Run 1, met1 routing:
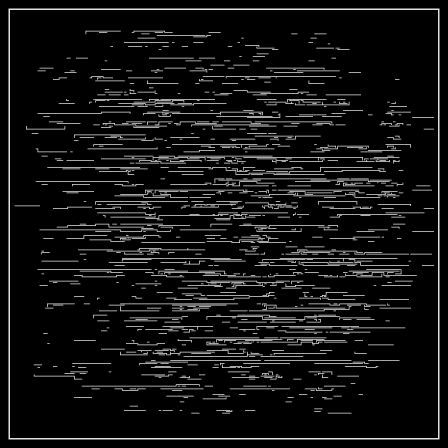
Run 1, M2 wires:
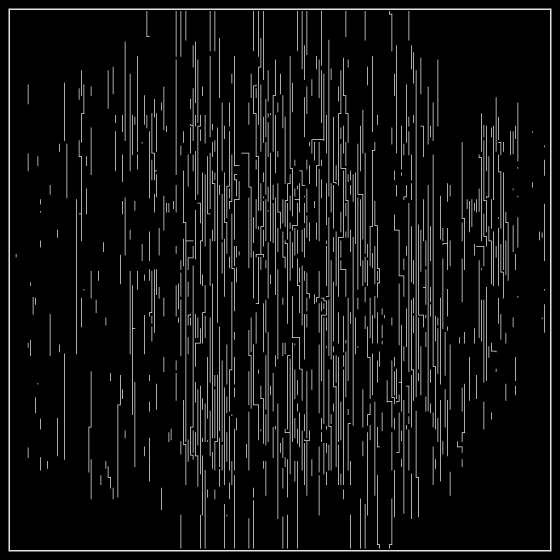
Run 1, M3 wires:
Scale bar: 20 um.
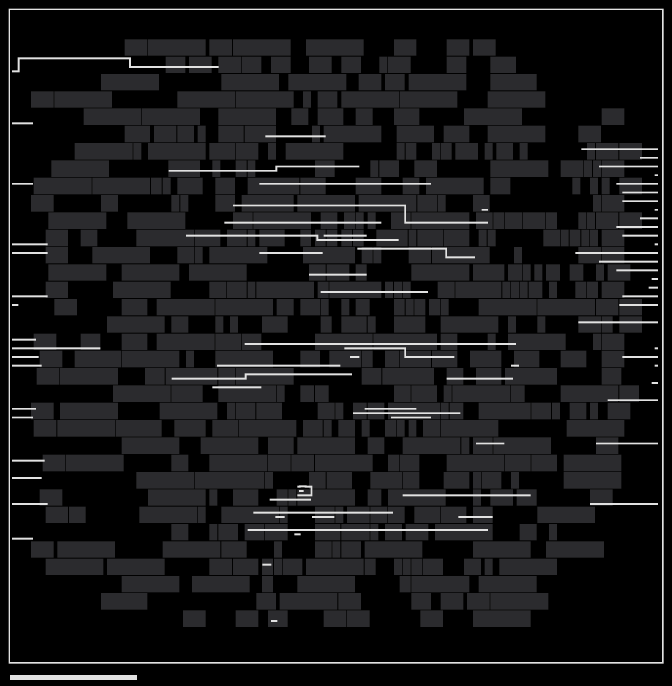
Design interrupt_controller_flat, sky130hd; sources not shown.
==> Changelog: implementation, run 1 <==
### Physical design

- Logic pwr share: 0.294
- Switching power: 1.23 mW
- Top cells by area: dfrtp_1 (58%), mux2_2 (9.0%), nand2_1 (5.8%)
- Worst-case reg-to-reg path depth: 5
- Post-Syn Area per Cell: ~12 um2
- Clock-net power: 0.847 mW
- Commonest cells post-synth: dfrtp_1 (102), nand2_1 (68), mux2_2 (35)
- Setup_tns: 0 ns
- DRC: 0
- Seq/Total Area, Yosys: 0.584
- Nets: 489
- Nets at Floorplan: 399
- Die width: 102 um
- Max reg flops: 32
- P&R area growth vs syn: 27.9%
- Top pwr grp: sequential cells
- Highest Signal Layer: met4
- Required time of the critical path: 2.47 ns
- Power Sequential: 1.69 mW
- Max_slew headroom: 0.552
- Slowest cell on crit path: mux4_2
- M1 WL: 4260 um
- Final setup viols: 0
- Tmin final: 3.13 ns
- Share of cells above drive strength 1: 0.182
- Warnings, synthesis: 0
- Async SR Flop Fraction: 1.00
- DR pass1 iterations: 4
- CP delay by family, top: buffers and inverters
- Hold Vio Cnt, Final: 0
- First-pass GRT wire length: 16400 um
- Power in combinational cells: roughly 1.1 mW
- Total die size: 10500 um2
- Post-DP HPWL: 7350 um
- Max Slew Vio Count: 0
- Cts hold-fix bufs: 0
- CTS root buffer: clkbuf_8
- Final Core Density: 0.629
- Crit start category: primary input
- Synth cell types: 35
- Initial DRC count: 180
- Fmax: 0.320 GHz
- Part of the cycle the worst path needs: 0.947
- WS Path Type: in -> out
- CTS tree: built
- RSZ-0062 raised after global routing: no
- Worst-path cell chain: clkdlybuf4s50_1 -> buf_12 -> mux4_2 -> dlygate4sd2_1
- Die Ht: 102 um
- CTS Buf Count: 9
- Post-synth EDFFs: 0
- Clk latency late pin: roughly 0.37 ns
- Clock slew at reported path FFs: around 0.10 ns
- Crit-path max FO: 13
- Met2 routed WL: 4990 um
- Kind of end point of the critical path: primary output
- Internal: between 2 and 2.5 mW
- Grt peak-use layer: met2
- Met3 routed WL: ~740 um
- #FFs+latches synth: slightly above 100
- Post-CTS setup buffer count: 0
- Max-Cap Viols: 0
- CP Depth: 4
- Pwr dens: 642 nW/um2
- Synth top area share: 0.584
- CTS H-Tree Depth: 3
- Hold path depth: 0
- Hold WC Path Type: reg -> reg
- Leakage: 2.47 nW
- Core Region: 8890 um2
- Routability cong.: 0.904
- Yosys stat chip area: 4370 um2
- Main flop type: dfrtp_1
- Cell type with the largest total area: dfrtp_1
- Dpl cells: 547
- Rows: 34
- Largest net degree at the start of global routing: 33
- CTS resizes: 16
- Max VDD drop: 285 uV
- IO Count: 76
- Sequential Power Share: 0.470
- Clock skew: 0.0118 ns
- Post-route insts no fill: 563
- CTS Sinks: between 100 and 150
- Wire per inst: 18.0 um
- Antenna diodes: 0
- Mapped Area: 4370 um2
- Antenna viol nets, final: 0
- Worst-margin pin slew: 0.671 ns
- Log Warnings: 26
- Status: finished clean
- Vias in the first global route: approximately 3200
- Reg2Reg Setup Slack: 1.28 ns
- Worst-case clock buffer depth: 2
- Clock power share: 0.236
- Yosys Instances: about 360
- Init Core Util: 0.492
- CP Buf/Inv Count: 3
- Sw Ratio: 0.343
- Routed vias/inst: approximately 5.7
- Critical Path AT: 2.30 ns
- GRT overflow: 0
- Crit path largest cell delay: ~0.5 ns
- Dominant cell by count in the synthesized netlist: dfrtp_1
- Initial antenna violation count: 0
- Dpl cell area: 5390 um2
- Cells after synthesis: 360
- Total GRT Usage: 0.205
- Layout Cell Area excl Fill: 5590 um2
- PortBufs: ~75
Back to the opening pictures, 'met1 routing':
The layer holds 42% of the routed length. The longest straight run is 28.5 um. The layer carries 4260 um of wire. The wires run mostly horizontal.
via count: 3195
Detailed Route WL: 10100 um
met1 usage: 0.278

Back to the opening pictures, 'M2 wires':
The layer holds 49% of the routed length. The longest straight run is 61.9 um. The layer carries 4990 um of wire. The wires run mostly vertical.
met2 Track Usage GR: 0.330

Back to the opening pictures, 'M3 wires':
69 nets have wire on it. The wires run mostly horizontal. The layer holds 7.3% of the routed length. The longest straight run is 42.3 um. The layer carries 743 um of wire.
met3 Usage GRT: 0.0478

run 1: final cells by class:
type	instances	area, um2
Clock inverter	7	95.1
Tap cell	108	135
Timing Repair Buffer	92	921
Sequential cell	102	2550
Inverter	3	15.0
Multi-Input combinational cell	242	1750
Fill cell	710	3300
Clock buffer	9	124
run 1: layout by cell type, fill, tap and decap left out, types with 2 or more instances in the layout:
| master | instances |
|---|---|
| nand3b_1 | 3 |
| nand3_1 | 8 |
| nand2b_1 | 2 |
| mux4_2 | 9 |
| nor3_1 | 5 |
| buf_4 | 12 |
| nand2_1 | 68 |
| dfrtp_1 | 102 |
| o21ai_0 | 15 |
| and3_1 | 2 |
| a21o_1 | 16 |
| o211ai_1 | 2 |
| nor2_1 | 21 |
| a21oi_1 | 4 |
| clkdlybuf4s50_1 | 59 |
| a22oi_1 | 4 |
| mux2i_1 | 11 |
| dlygate4sd2_1 | 16 |
| clkbuf_8 | 9 |
| o2111ai_1 | 2 |
| mux2_2 | 35 |
| nor2b_1 | 2 |
| buf_12 | 5 |
| and2_1 | 4 |
| inv_6 | 2 |
| inv_8 | 2 |
| a221oi_1 | 17 |
| a22o_1 | 4 |
run 1: through the flow:
step,setup WS [ns],hold slack [ns],total power [mW]
2_1_floorplan,0.669,0.331,2.31
3_3_place_gp,-0.0363,0.332,2.76
3_5_place_dp,-0.0448,0.336,2.80
4_1_cts,0.154,0.360,3.62
5_1_grt,0.129,0.363,3.81
6_report,0.173,0.357,3.59
run 1: kinds of logic after synthesis:
logic type	Yosys count	synth area share
flip-flops	102	0.584
multiplexers	55	0.162
buffers and inverters	16	0.0160
AND/OR/NAND/NOR	120	0.123
AND-OR/OR-AND	67	0.116
==> inputs of run 2 (changes only) <==
- ABC_AREA: 0 -> 1
- CORE_UTILIZATION: 47 -> 56
- PLACE_DENSITY: 0.72 -> 0.81
- clock period: 3.3 -> 3.7 ns (I/O delays scaled with it)
Run 2, M4 wires:
Scale bar: 20 um.
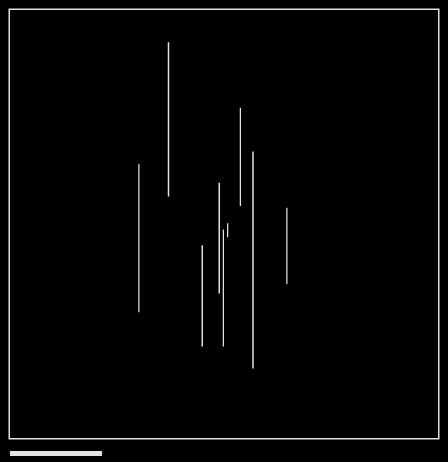
The layer holds 2.1% of the routed length. 7 nets have wire on it. The wires run mostly vertical.
Detailed Route WL: 10600 um
via count: 3644

==> run 2 against run 1 <==
Against the previous run:
- clock skew fell by 0.0034 ns
- clock-buffer cell count is the same
- synthesized cell count up 36%
- cell count up 20%
- wire length is 4.8% higher
- total power decreased by 17%
- area after synthesis fell by 2.7%
- largest cell class unchanged
- largest power group unchanged
- highest routed layer unchanged
==> Changelog: implementation, run 2 <==
### Physical design

- Cts hold-fix bufs: 0 (unchanged)
- Reg2Reg Setup Slack: 2.08 ns (+0.80 ns)
- Share of cells above drive strength 1: 0.0625 (-0.120)
- Part of the cycle the worst path needs: 0.911
- Nets at Floorplan: 528 (+32%)
- CTS Sinks: 102 (unchanged)
- Yosys Instances: 489 (+36%)
- Crit-path max FO: 7 (-6)
- Top cells by area: dfrtp_1 (60%), nand2_1 (17%), nor2_1 (3.4%)
- RSZ-0062 raised after global routing: no
- Most instantiated logic cells after routing: nand2_1 (191), dfrtp_1 (102), clkdlybuf4s50_1 (73), nor2_1 (38), o21ai_1 (28)
- Clk latency late pin: 0.37 ns (about the same)
- Max VDD drop: 332 uV (+16%)
- Max Slew Vio Count: 0 (unchanged)
- Critical Path AT: 2.45 ns (+0.15 ns)
- Rows: 31 (-8.8%)
- Log Warnings: 29 (+12%)
- Cells after synthesis: 489 (+36%)
- Layout Cell Area excl Fill: 5380 um2 (-3.8%)
- Kind of end point of the critical path: primary output
- Main flop type: dfrtp_1
- GRT overflow: 0 (unchanged)
- CTS tree: built
- Yosys stat chip area: 4260 um2 (-2.7%)
- Synth top area share: 0.600 (+0.0161)
- Final setup viols: 0 (unchanged)
- Hold Slack: 0.355 ns (-0.00190 ns)
- Max reg flops: 32 (unchanged)
- Status: finished clean
- PnR worst setup slack: 0.328 ns (+0.154 ns)
- Total GRT Usage: 0.262 (+0.0568)
- Dominant cell by count in the synthesized netlist: nand2_1
- Synth cell types: 24 (-31%)
- Leakage: 2.49 nW (+1.1%)
- Dpl cell area: 5180 um2 (-3.9%)
- CTS H-Tree Depth: 3 (unchanged)
- Setup WS pre-CTS: 0.0883 ns (+0.133 ns)
- Clock skew: 0.00842 ns (-0.00340 ns)
- Seq/Total Area, Yosys: 0.600 (+0.0161)
- Commonest cells post-synth: nand2_1 (191), dfrtp_1 (102), nor2_1 (38)
- Fmax: 0.297 GHz
- Post-DP HPWL: 7610 um (+3.5%)
- Worst-margin pin slew: 0.645 ns (-0.0253 ns)
- Vias in the first global route: 3524 (+11%)
- Post-synth EDFFs: 0 (unchanged)
- DR pass1 iterations: 5 (+1)
- Antenna viol nets, final: 0 (unchanged)
- Crit start category: primary input
- Largest net degree at the start of global routing: 103 (+210%)
- P&R area growth vs syn: 26.5%
- Async SR Flop Fraction: 1.00 (unchanged)
- Nets: 610 (+25%)
- Die Ht: 93.2 um (-9.1%)
- Die width: 93.2 um (-9.1%)
- Wire per inst: 15.7 um (-13%)
- Warnings, synthesis: 0 (unchanged)
- PortBufs: 75 (unchanged)
- DRC: 0 (unchanged)
- WS Path Type: in -> out
- Worst-case clock buffer depth: 2 (unchanged)
- Core Region: 7330 um2 (-18%)
- Routed vias/inst: 5.39 (-5.0%)
- Max-Cap Viols: 0 (unchanged)
- Max_slew headroom: 0.569 (+0.0168)
- Clock slew at reported path FFs: 0.10 ns (about the same)
- Setup_tns: 0 ns (unchanged)
- CTS Buf Count: 9 (unchanged)
- Fill count: 561 (-21%)
- Init Core Util: 0.580 (+0.0886)
- Mapped Area: 4260 um2 (-2.7%)
- Post-Syn Area per Cell: 8.70 um2 (-28%)
-- run 2: netlist changes by cell type after synthesis, sizes merged, moves of 17 or more --
cell,change
inv,+29
a221oi,-17
nand2,+126
o21ai,+37
nor2,+19
mux2,-35
-- run 2: cell type report --
| cell class | count | area (um2) | area share |
|---|---|---|---|
| Sequential cell | 102 | 2550 | 0.474 |
| Inverter | 33 | 130 | 0.0242 |
| Clock inverter | 7 | 67.6 | 0.0126 |
| Clock buffer | 9 | 124 | 0.0230 |
| Timing Repair Buffer | 84 | 857 | 0.159 |
| Antenna cell | 1 | 2.50 | 0.000465 |
| Multi-Input combinational cell | 341 | 1520 | 0.283 |
| Tap cell | 99 | 124 | 0.0230 |
-- run 2: through the flow --
step,utilization,power [mW],std cells
4_1_cts,0.733,2.99,675
5_1_grt,0.734,3.16,675
3_5_place_dp,0.707,2.32,659
3_3_place_gp,0.707,2.30,659
2_1_floorplan,-,1.91,489
6_report,0.734,2.98,676
-- run 2: cells by family after synthesis --
| family | after synthesis | synth area share |
|---|---|---|
| AOI/OAI and AO/OA | 82 | 0.115 |
| buffers and inverters | 46 | 0.0420 |
| DFF | 102 | 0.600 |
| and+or+nand+nor | 259 | 0.243 |
-- run 2: worst max-delay path, stage by stage --
cell and delay (ns):
dlygate4sd2_1 0.31, buf_4 0.19, nor2_4 0.10, buf_4 0.17, nand2_1 0.07, o2111ai_1 0.10
clkdlybuf4s50_1 0.57
-- run 2: layer usage --
layer  share of wire  track usage
met4           0.021       0.0928
met5               0            0
met3           0.065       0.0587
met2            0.48        0.409
met1            0.44        0.363
-- run 2: repair_timing --
action / in CTS / in global routing
setup endpoints to repair: 6 / 15
gates resized: 1 / 3
gates cloned: 0 / 0
-- run 2: power by group --
group	internal, mW	switching (mW)
clock	0.261	0.404
sequential	1.25	0.138
combinational	0.365	0.555
No activity file was given, so power comes from the tool's default toggle rates.
